[config.mk]
export PLATFORM = sky130hd
export DESIGN_NAME = pool_window_ctrl
export DESIGN_NICKNAME = d
export VERILOG_FILES = /design/src/rtl/pool_pkg.sv /design/src/rtl/max2_cmp.sv /design/src/rtl/pool_window_ctrl.sv
export SDC_FILE = /design/constraint.sdc
export NUM_CORES = 1
export LEC_CHECK = 0
export CORE_UTILIZATION = 59
export DETAILED_ROUTE_END_ITERATION = 12
export PLACE_DENSITY = 0.8
export SETUP_SLACK_MARGIN = 0.2
export SLEW_MARGIN = 20
export SYNTH_ARGS = -nofsm -noshare
export SYNTH_HDL_FRONTEND = slang
export SYNTH_HIERARCHICAL = 1
export SYNTH_SLANG_ARGS = --single-unit
export TNS_END_PERCENT = 30
[constraint.sdc]
create_clock -name clk -period 5.7 [get_ports clk]
set_clock_uncertainty 0.15 [all_clocks]
set_input_delay 0.855 -clock clk [delete_from_list [all_inputs] [get_ports clk]]
set_output_delay 0.855 -clock clk [all_outputs]
set_load 0.01 [all_outputs]
[src/rtl/pool_pkg.sv]
// Shared definitions for the 2x2 max-pool window controller.
// Build option: POOL_SIGNED_EN selects two's-complement comparison.
package pool_pkg;

  localparam int DATA_W_DEF = 16;

  typedef enum logic [1:0] {
    ST_IDLE  = 2'd0,
    ST_RUN   = 2'd1,
    ST_FLUSH = 2'd2
  } state_t;

endpackage

[src/rtl/max2_cmp.sv]
// Two-input maximum selector shared by the pair and vertical compares.
// Build option: POOL_SIGNED_EN makes the compare two's-complement signed.
module max2_cmp
  import pool_pkg::*;
#(
  parameter int DATA_W = DATA_W_DEF
) (
  input  logic [DATA_W-1:0] a,
  input  logic [DATA_W-1:0] b,
  output logic [DATA_W-1:0] max_v
);

`ifdef POOL_SIGNED_EN
  assign max_v = ($signed(a) >= $signed(b)) ? a : b;
`else
  assign max_v = (a >= b) ? a : b;
`endif

endmodule

[src/rtl/pool_window_ctrl.sv]
// Streaming 2x2 max-pool: raster input, one line buffer of pair maxima, registered output.
// Build option: POOL_SIGNED_EN (signed compares inside max2_cmp).
module pool_window_ctrl
  import pool_pkg::*;
#(
  parameter int DATA_W = DATA_W_DEF,
  parameter int IMG_W  = 8,
  parameter int IMG_H  = 8
) (
  input  logic              clk,
  input  logic              rst_n,
  input  logic              start,
  input  logic              in_valid,
  input  logic [DATA_W-1:0] in_data,
  output logic              in_ready,
  output logic              out_valid,
  output logic [DATA_W-1:0] out_data,
  input  logic              out_ready,
  output logic              busy,
  output logic              done
);

  // Column is tracked as pair index plus odd/even phase so pcol addresses the line buffer directly.
  localparam int PW = (IMG_W > 2) ? $clog2(IMG_W / 2) : 1;
  localparam int RW = $clog2(IMG_H);
  localparam logic [PW-1:0] PCOL_LAST = PW'(IMG_W / 2 - 1);
  localparam logic [RW-1:0] ROW_LAST  = RW'(IMG_H - 1);

  state_t            state, state_nxt;
  logic [PW-1:0]     pcol;
  logic              odd_col;
  logic [RW-1:0]     row;
  logic [DATA_W-1:0] cand;
  logic [DATA_W-1:0] pair_max;
  logic [DATA_W-1:0] win_max;
  logic [DATA_W-1:0] line_buf [IMG_W/2];

  logic in_xfer, out_xfer, last_in, win_done;

  assign in_xfer  = in_valid && in_ready;
  assign out_xfer = out_valid && out_ready;
  assign last_in  = in_xfer && odd_col && (pcol == PCOL_LAST) && (row == ROW_LAST);
  assign win_done = in_xfer && odd_col && row[0];

  max2_cmp #(.DATA_W(DATA_W)) u_pair_cmp (.a(cand),     .b(in_data),        .max_v(pair_max));
  max2_cmp #(.DATA_W(DATA_W)) u_vert_cmp (.a(pair_max), .b(line_buf[pcol]), .max_v(win_max));

  always_ff @(posedge clk or negedge rst_n) begin
    if (!rst_n) state <= ST_IDLE;
    else        state <= state_nxt;
  end

  // NOTE: every output of this block gets a default first, so no path can infer a latch.
  always_comb begin
    state_nxt = state;
    unique case (state)
      ST_IDLE:  if (start)    state_nxt = ST_RUN;
      ST_RUN:   if (last_in)  state_nxt = ST_FLUSH;
      ST_FLUSH: if (out_xfer) state_nxt = ST_IDLE;
      default:                state_nxt = ST_IDLE;
    endcase
  end

  // Input is throttled only while a result is waiting on a stalled consumer.
  assign in_ready = (state == ST_RUN) && !(out_valid && !out_ready);
  assign busy     = (state != ST_IDLE);

  // NOTE: sequential state uses non-blocking assignments so every register samples pre-edge values.
  always_ff @(posedge clk or negedge rst_n) begin
    if (!rst_n) begin
      pcol    <= '0;
      odd_col <= 1'b0;
      row     <= '0;
      cand    <= '0;
    end else if (state == ST_IDLE && start) begin
      pcol    <= '0;
      odd_col <= 1'b0;
      row     <= '0;
    end else if (in_xfer) begin
      odd_col <= ~odd_col;
      if (!odd_col) cand <= in_data;
      if (odd_col) begin
        if (pcol == PCOL_LAST) begin
          pcol <= '0;
          row  <= (row == ROW_LAST) ? '0 : row + 1'b1;
        end else begin
          pcol <= pcol + 1'b1;
        end
      end
    end
  end

  // NOTE: the line buffer has no reset; each entry is written on an even row before any odd-row read.
  always_ff @(posedge clk) begin
    if (in_xfer && odd_col && !row[0]) line_buf[pcol] <= pair_max;
  end

  // A completing window takes priority, so a same-cycle drain and refill keeps out_valid high.
  always_ff @(posedge clk or negedge rst_n) begin
    if (!rst_n) begin
      out_valid <= 1'b0;
      out_data  <= '0;
      done      <= 1'b0;
    end else begin
      if (win_done) begin
        out_valid <= 1'b1;
        out_data  <= win_max;
      end else if (out_xfer) begin
        out_valid <= 1'b0;
      end
      done <= (state == ST_FLUSH) && out_xfer;
    end
  end

endmodule
m1.png
Scale bar: 20 um. Supply wires on this layer in gray.
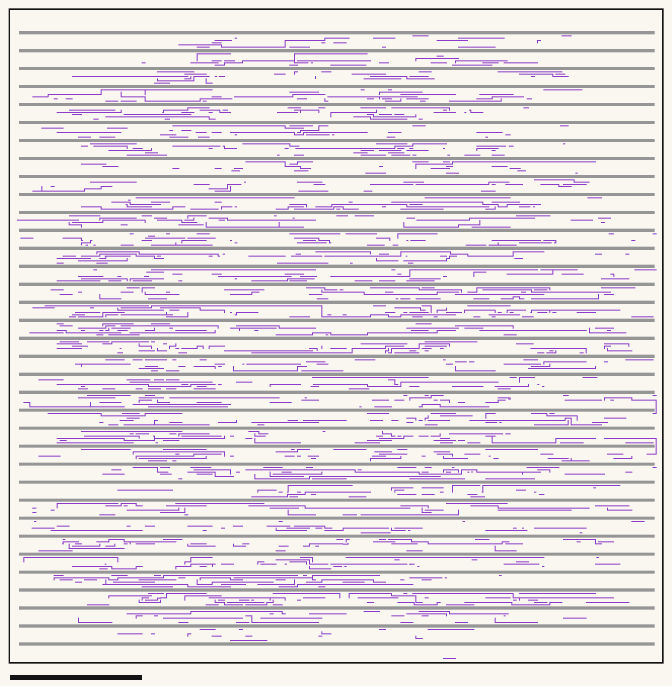
wire length on this layer	4,330 um
longest straight run	29.9 um
share of all routed wire	45%
main direction	horizontal

m2.png
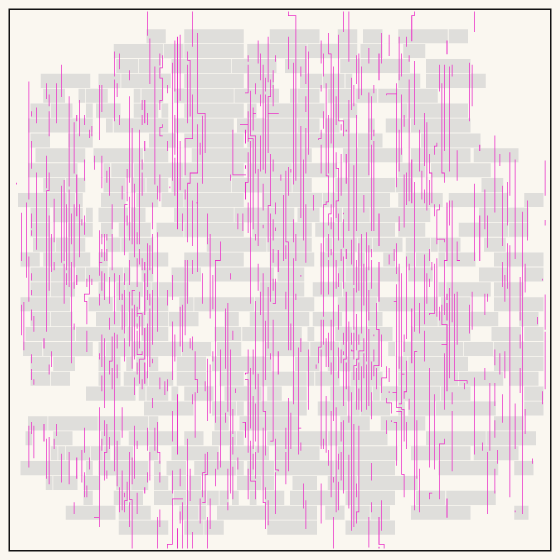
nets with wire on the layer	415
longest straight run	64.6 um
share of all routed wire	49%
main direction	vertical
wire length on this layer	4,720 um
M2 GR Usage: 0.3765
DR vias: 2,965
Detailed Route WL: 9559 um

m3.png
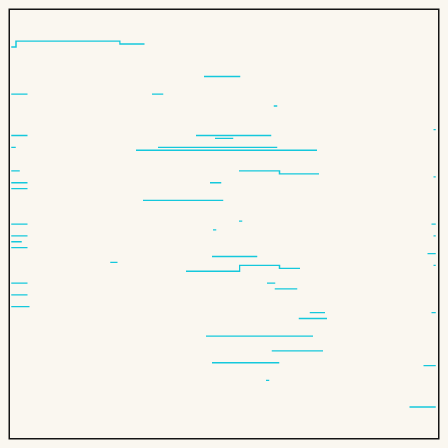
nets with wire on the layer	36
main direction	horizontal
longest straight run	41.4 um
wire length on this layer	330 um
met3 Usage GRT: 0.03972

==> flow_summary.ini <==
; flow metrics
[logic_synthesis]
synth_top_area_share = 0.3489
synth-edff-count = 64
synth_cell_types = 43
syn-cell-area_um2 = 5508

[power]
leakage_nw = 2.613

[run_status]
run_status = finished, final reports clean

[final_timing]
tightest_slew_ns = 0.9364
finalSetupTns_ns = 0

[clock_tree]
postCtsHoldBufs = 0
clock-sinks = 106
clock.latency.late_pin_ns = 0.37

[floorplanning]
fp-utilization = 0.6195
core_area_um2 = 8891
fp.dieW_um = 98.62

[critical_path]
crit_path_end_kind = flip-flop
cp.depth = 17
crit_chain = clkdlybuf4s50_1, inv_1, ha_1, and4_1, nand2_1, o221ai_1, a211oi_4, buf_4, mux2_4, ha_1, a21o_1, a21oi_1, o221ai_1, a211oi_4, buf_4, mux2_2, mux2_2
cp_slowest_cell = clkdlybuf4s50_1

[job]
max-cap-violations = 0

[place]
dp_slack_ns = 0.1907

[detailed_routing]
drc = 0

[layout]
area_delta_synth_final_pct = 12.81
drive_gt1_frac = 0.3144

[hold_path]
min_path_type = primary input to async pin
[logic make-up after synthesis]
family / count (synthesis) / share of synthesized area
and+or+nand+nor: 45 / 0.05748
AOI/OAI and AO/OA: 27 / 0.04793
buffers and inverters: 49 / 0.04339
DFF: 106 / 0.5398
muxes: 85 / 0.2251
adders and majority gates: 38 / 0.08633
[metrics by stage]
step	utilization	area, um2	hold WS, ns	std cells
finish	0.6988	6213	0.3289	512
detailed placement	0.6789	6036	0.3458	496
global route	0.6988	6213	0.3593	512
CTS	0.6986	6211	0.3677	512
floorplan	-	5508	0.3343	350
global placement	0.6789	6036	0.3441	496
[final cells by class]
type	instances	area (um2)
clock inverter	7	51.30
fill	602	2678
timing repair buffer	49	465.4
clock buffer	9	123.9
inverter	38	142.6
tap	108	135.1
multi-input combinational	195	2322
sequential	106	2973
[metal layers]
metal  global-route usage  wire length (um)
met1               0.2829              4332
met2               0.3765              4718
met4              0.08037               178
met5                    0                 0
met3              0.03972               330
[cell usage in the layout, fill, tap and decap left out, types with 3 or more instances in the layout]
cell type,instances
mux2i_1,5
o21ai_0,3
clkinv_2,3
clkbuf_8,9
dfrtp_1,42
nand3_1,3
a21o_1,3
mux2_2,35
a21oi_1,6
mux4_2,16
nand2_1,12
mux2_4,29
ha_1,38
clkdlybuf4s50_1,39
edfxtp_1,64
or2_2,3
nand4_1,3
buf_4,10
nor3b_2,3
inv_1,38
nor2_1,4
[power by group]
group	internal, mW	switching [mW]
logic	1.05	0.844
registers	1.09	0.161
clock network	0.162	0.255
total	2.29	1.26
[registers in the layout (all words and copies together) (netlist names)]
| signal | cells |
|---|---|
| done | 1 |
| line_buf | 64 |
| pcol | 2 |
| out_valid | 1 |
| cand | 16 |
| out_data | 16 |
| odd_col | 1 |
| row | 3 |
| state | 2 |
